==> config.mk <==
export PLATFORM = sky130hd
export DESIGN_NAME = ifetch
export DESIGN_NICKNAME = d
export VERILOG_FILES = /design/src/rtl/riscv_pkg.sv /design/src/rtl/ifetch_fetch_buffer.sv /design/src/rtl/ifetch.sv
export SDC_FILE = /design/constraint.sdc
export NUM_CORES = 1
export LEC_CHECK = 0
export ABC_CLOCK_PERIOD_IN_PS = 3500
export CORE_MARGIN = 3
export CORE_UTILIZATION = 51
export CTS_BUF_LIST = sky130_fd_sc_hd__clkbuf_4 sky130_fd_sc_hd__clkbuf_8
export DETAILED_ROUTE_END_ITERATION = 10
export GPL_ROUTABILITY_DRIVEN = 0
export MAX_ROUTING_LAYER = met4
export PLACE_DENSITY = 0.86
export SYNTH_ARGS = -nofsm -noshare
export SYNTH_HDL_FRONTEND = slang
export SYNTH_SLANG_ARGS = --single-unit
export TNS_END_PERCENT = 50
==> constraint.sdc <==
create_clock -name clk -period 3.5 [get_ports clk]
set_input_delay 0.7 -clock clk [delete_from_list [all_inputs] [get_ports clk]]
set_output_delay 0.7 -clock clk [all_outputs]
set_load 0.02 [all_outputs]
### Met4 routing, run 1

The bar under the picture is 50 microns long. Cells faint in the background.
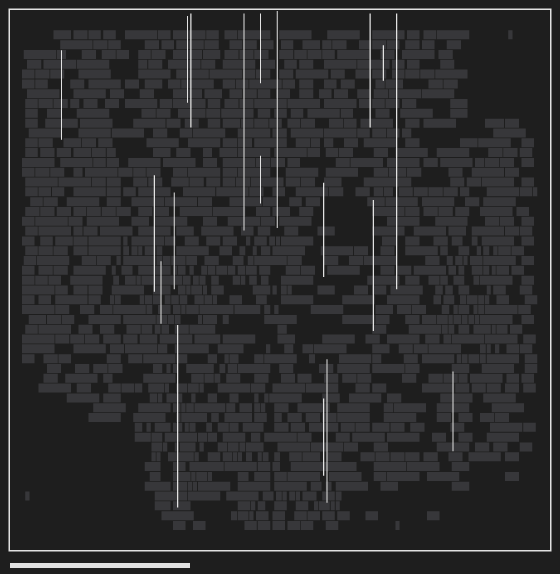
share of all routed wire: 2.6%
longest straight run: 76.2 microns
main direction: vertical
nets with wire on the layer: 14
wire length on this layer: 618 microns
total routed wirelength: 23,410 microns
total vias in the final route: 6,779

### Clock wiring as the flow saved it, run 1

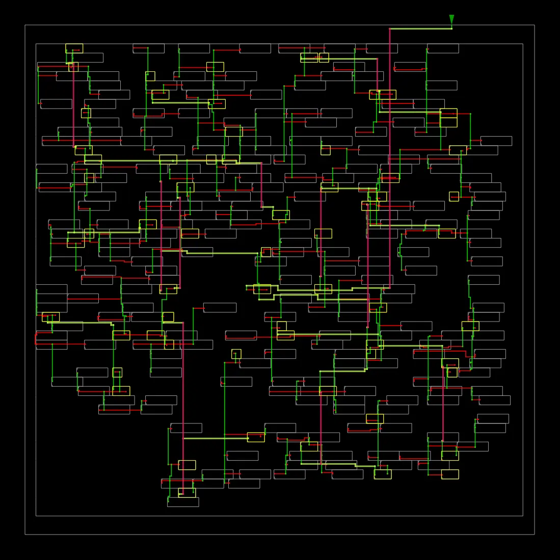
Max Clock Skew: 0.01318 ns
clock tree buffer count of the final layout: 62
power in the clock group: 2.36 mW
insertion delay of the later-clocked pin in the worst-skew pair: 0.53 ns
num sequential: 226

### Metal layers overlaid, run 1

Two of the layers only.
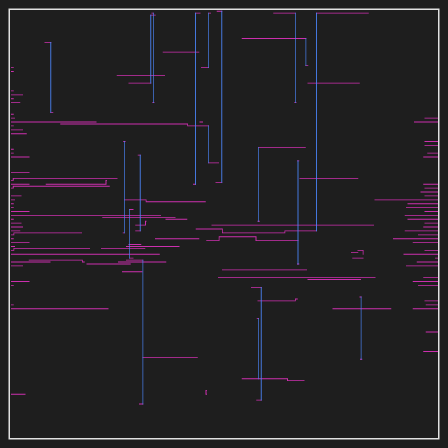
legend:
  magenta:
    layer: met3
    wire_length: 1,400 microns
  blue:
    layer: met4
    wire_length: 618 microns
Routed wire per std cell: 18.76 microns
total routing resource utilization after global routing: 21.70%

==> flow_results.xml <==
<?xml version="1.0" encoding="UTF-8"?>
<metrics>
  <group name="layout">
    <metric name="diodes" unit="">1</metric>
    <metric name="layout_cell_share_with_drive_strength_beyond_1" unit="%">37.98</metric>
    <metric name="nNonClkBuffers" unit="">182</metric>
    <metric name="final_util" unit="%">66.63</metric>
    <metric name="bufAreaShareNonClock" unit="%">13.79</metric>
    <metric name="comb_area_share" unit="%">34.72</metric>
    <metric name="finalNetCount" unit="">1037</metric>
    <metric name="layout-area-overhead-vs-synth" unit="%">25.57</metric>
    <metric name="clock_cell_area_share" unit="%">5.829</metric>
    <metric name="lay_top_count" unit="">sky130_fd_sc_hd__mux2_2</metric>
    <metric name="final_cell_mix" unit="">sky130_fd_sc_hd__mux2_2, sky130_fd_sc_hd__dfrtp_1, sky130_fd_sc_hd__clkdlybuf4s50_1</metric>
    <metric name="fillCellCount" unit="">1435</metric>
  </group>
  <group name="logic_synthesis">
    <metric name="ys_sh_adder" unit="%">1.402</metric>
    <metric name="dominantRegCellSynth" unit="">sky130_fd_sc_hd__dfrtp_1</metric>
    <metric name="synth.cellmix.compoundShare" unit="%">2.424</metric>
    <metric name="syn_area" unit="sq mm">0.01053</metric>
    <metric name="async_flop_share" unit="%">100.0</metric>
    <metric name="xor_share" unit="%">2.745</metric>
    <metric name="mux_share" unit="%">29.91</metric>
    <metric name="yosys.area.top_type_share" unit="%">53.47</metric>
    <metric name="ys_top_logic_family" unit="">multiplexers</metric>
    <metric name="syn_area_per_cell" unit="sq um">13.57</metric>
    <metric name="yosysSeqAreaShare" unit="%">53.72</metric>
    <metric name="synth_flops" unit="">226</metric>
    <metric name="commonest_cells_post_synth" unit="">sky130_fd_sc_hd__mux2_2, sky130_fd_sc_hd__dfrtp_1, sky130_fd_sc_hd__nand2_1, sky130_fd_sc_hd__o21ai_0, sky130_fd_sc_hd__xnor2_1</metric>
    <metric name="ys_sh_simple" unit="%">6.785</metric>
    <metric name="synth-cells-yosys" unit="">776</metric>
    <metric name="edf_count" unit="">0</metric>
    <metric name="post_synthesis_cell_count" unit="">776</metric>
  </group>
  <group name="setup_path">
    <metric name="crit_path_max_fo" unit="">3</metric>
    <metric name="worst_path_required" unit="ns">2.80</metric>
    <metric name="critical_path_arrival" unit="ns">2.66</metric>
    <metric name="crit_slowest_cell" unit="">sky130_fd_sc_hd__fa_1</metric>
    <metric name="timing.critical_path.buf_inv" unit="">3</metric>
    <metric name="timing.critical_path.from_type" unit="">register</metric>
    <metric name="timing_worst_setup_path_type" unit="">reg2out</metric>
    <metric name="worst-r2r-setup-slack" unit="ns">0.21</metric>
    <metric name="crit_family" unit="">simple AND/OR/NAND/NOR gates</metric>
    <metric name="cp-end-kind" unit="">output port</metric>
    <metric name="crit_chain" unit="">inv_1 &gt; nor2_1 &gt; fa_1 &gt; nor4b_4 &gt; buf_4 &gt; and3_2 &gt; dlygate4sd2_1</metric>
    <metric name="critPathMaxStageDelay" unit="ns">0.46</metric>
  </group>
  <group name="routing">
    <metric name="highest-signal-layer" unit="">met4</metric>
    <metric name="routed-wl-met2" unit="microns">11480</metric>
    <metric name="route.detailed.vias_per_inst" unit="">5.432</metric>
    <metric name="drtAntennaViolNets" unit="">0</metric>
    <metric name="met3RoutedLength" unit="microns">1400</metric>
    <metric name="drc" unit="">0</metric>
    <metric name="drt_iter0_markers" unit="">298</metric>
    <metric name="route.layer.met1.wl" unit="microns">9914</metric>
  </group>
  <group name="grt">
    <metric name="grt_util_met2" unit="%">35.34</metric>
    <metric name="first_pass_grt_wire_length" unit="microns">37610</metric>
    <metric name="gr-usage-met1" unit="%">27.26</metric>
    <metric name="antenna_found_initial" unit="">1</metric>
    <metric name="grt_most_used_layer" unit="">met2</metric>
    <metric name="met3_usage" unit="%">4.482</metric>
    <metric name="number_of_global_route_vias_before_repair" unit="">7333</metric>
    <metric name="grt_max_degree" unit="">97</metric>
    <metric name="overflow" unit="">0</metric>
  </group>
  <group name="final_timing">
    <metric name="fmax" unit="MHz">297.8</metric>
    <metric name="setup-tns-final" unit="ns">0</metric>
    <metric name="final_max_slew_viol_count" unit="">0</metric>
    <metric name="finalClockPeriodUsage" unit="%">95.94</metric>
    <metric name="period_minus_slack" unit="ns">3.358</metric>
    <metric name="final_hold_viol_count" unit="">0</metric>
    <metric name="slew_headroom" unit="%">48.89</metric>
  </group>
  <group name="clocking">
    <metric name="cts_inserted_buffers" unit="">38</metric>
    <metric name="cts.htree.levels" unit="">2</metric>
    <metric name="tritoncts_clock_tree" unit="">yes</metric>
    <metric name="cts_num_sinks" unit="">226</metric>
    <metric name="clkSlewWorstSetupHoldPaths" unit="ns">0.05</metric>
    <metric name="cts.path.max_buffers" unit="">3</metric>
    <metric name="root_buffer_selected_by_cts" unit="">sky130_fd_sc_hd__clkbuf_8</metric>
    <metric name="post-cts-setup-buffers" unit="">0</metric>
    <metric name="hold_buffers" unit="">0</metric>
  </group>
  <group name="floorplan">
    <metric name="core-area" unit="sq mm">0.01985</metric>
    <metric name="floorplan.die.width" unit="microns">149.7</metric>
    <metric name="fp.dieArea" unit="sq mm">0.02241</metric>
    <metric name="fp_util" unit="%">53.06</metric>
    <metric name="number_of_placed_i_o_pins" unit="">168</metric>
    <metric name="n_tap_cell" unit="">265</metric>
  </group>
  <group name="place">
    <metric name="place.port_buffers" unit="">161</metric>
  </group>
  <group name="outcome">
    <metric name="outcome" unit="">complete, no violations</metric>
  </group>
  <group name="flow_run">
    <metric name="maxCapViolations" unit="">0</metric>
    <metric name="tool_warning_count" unit="">28</metric>
  </group>
  <group name="min_path">
    <metric name="min_path_type" unit="">in2async</metric>
  </group>
  <group name="power">
    <metric name="maximum_vdd_ir_drop" unit="V">0.0005564</metric>
    <metric name="pwr_total" unit="mW">11.27</metric>
  </group>
</metrics>
-- run 1: stage by stage --
stage	std cells	hold slack, ns	area, sq um	setup WS (ns)
6_report	1248	0.1774	13220	0.1419
3_5_place_dp	1179	0.4708	12420	0.1446
2_1_floorplan	779	0.4044	10540	0.2861
3_3_place_gp	1179	0.4615	12420	0.1982
4_1_cts	1244	0.2017	13190	0.09817
5_1_grt	1248	0.2022	13220	-0.007100
-- run 1: power breakdown --
| group | internal [mW] | switching, mW | leakage [nW] | total, mW |
|---|---|---|---|---|
| Combinational | 2.48 | 2.15 | 2.63 | 4.63 |
| Clock | 1.34 | 1.01 | 0.407 | 2.36 |
| Sequential | 3.50 | 0.781 | 2.96 | 4.28 |
Power figures rest on the tool's default switching activity, not on a simulated workload.
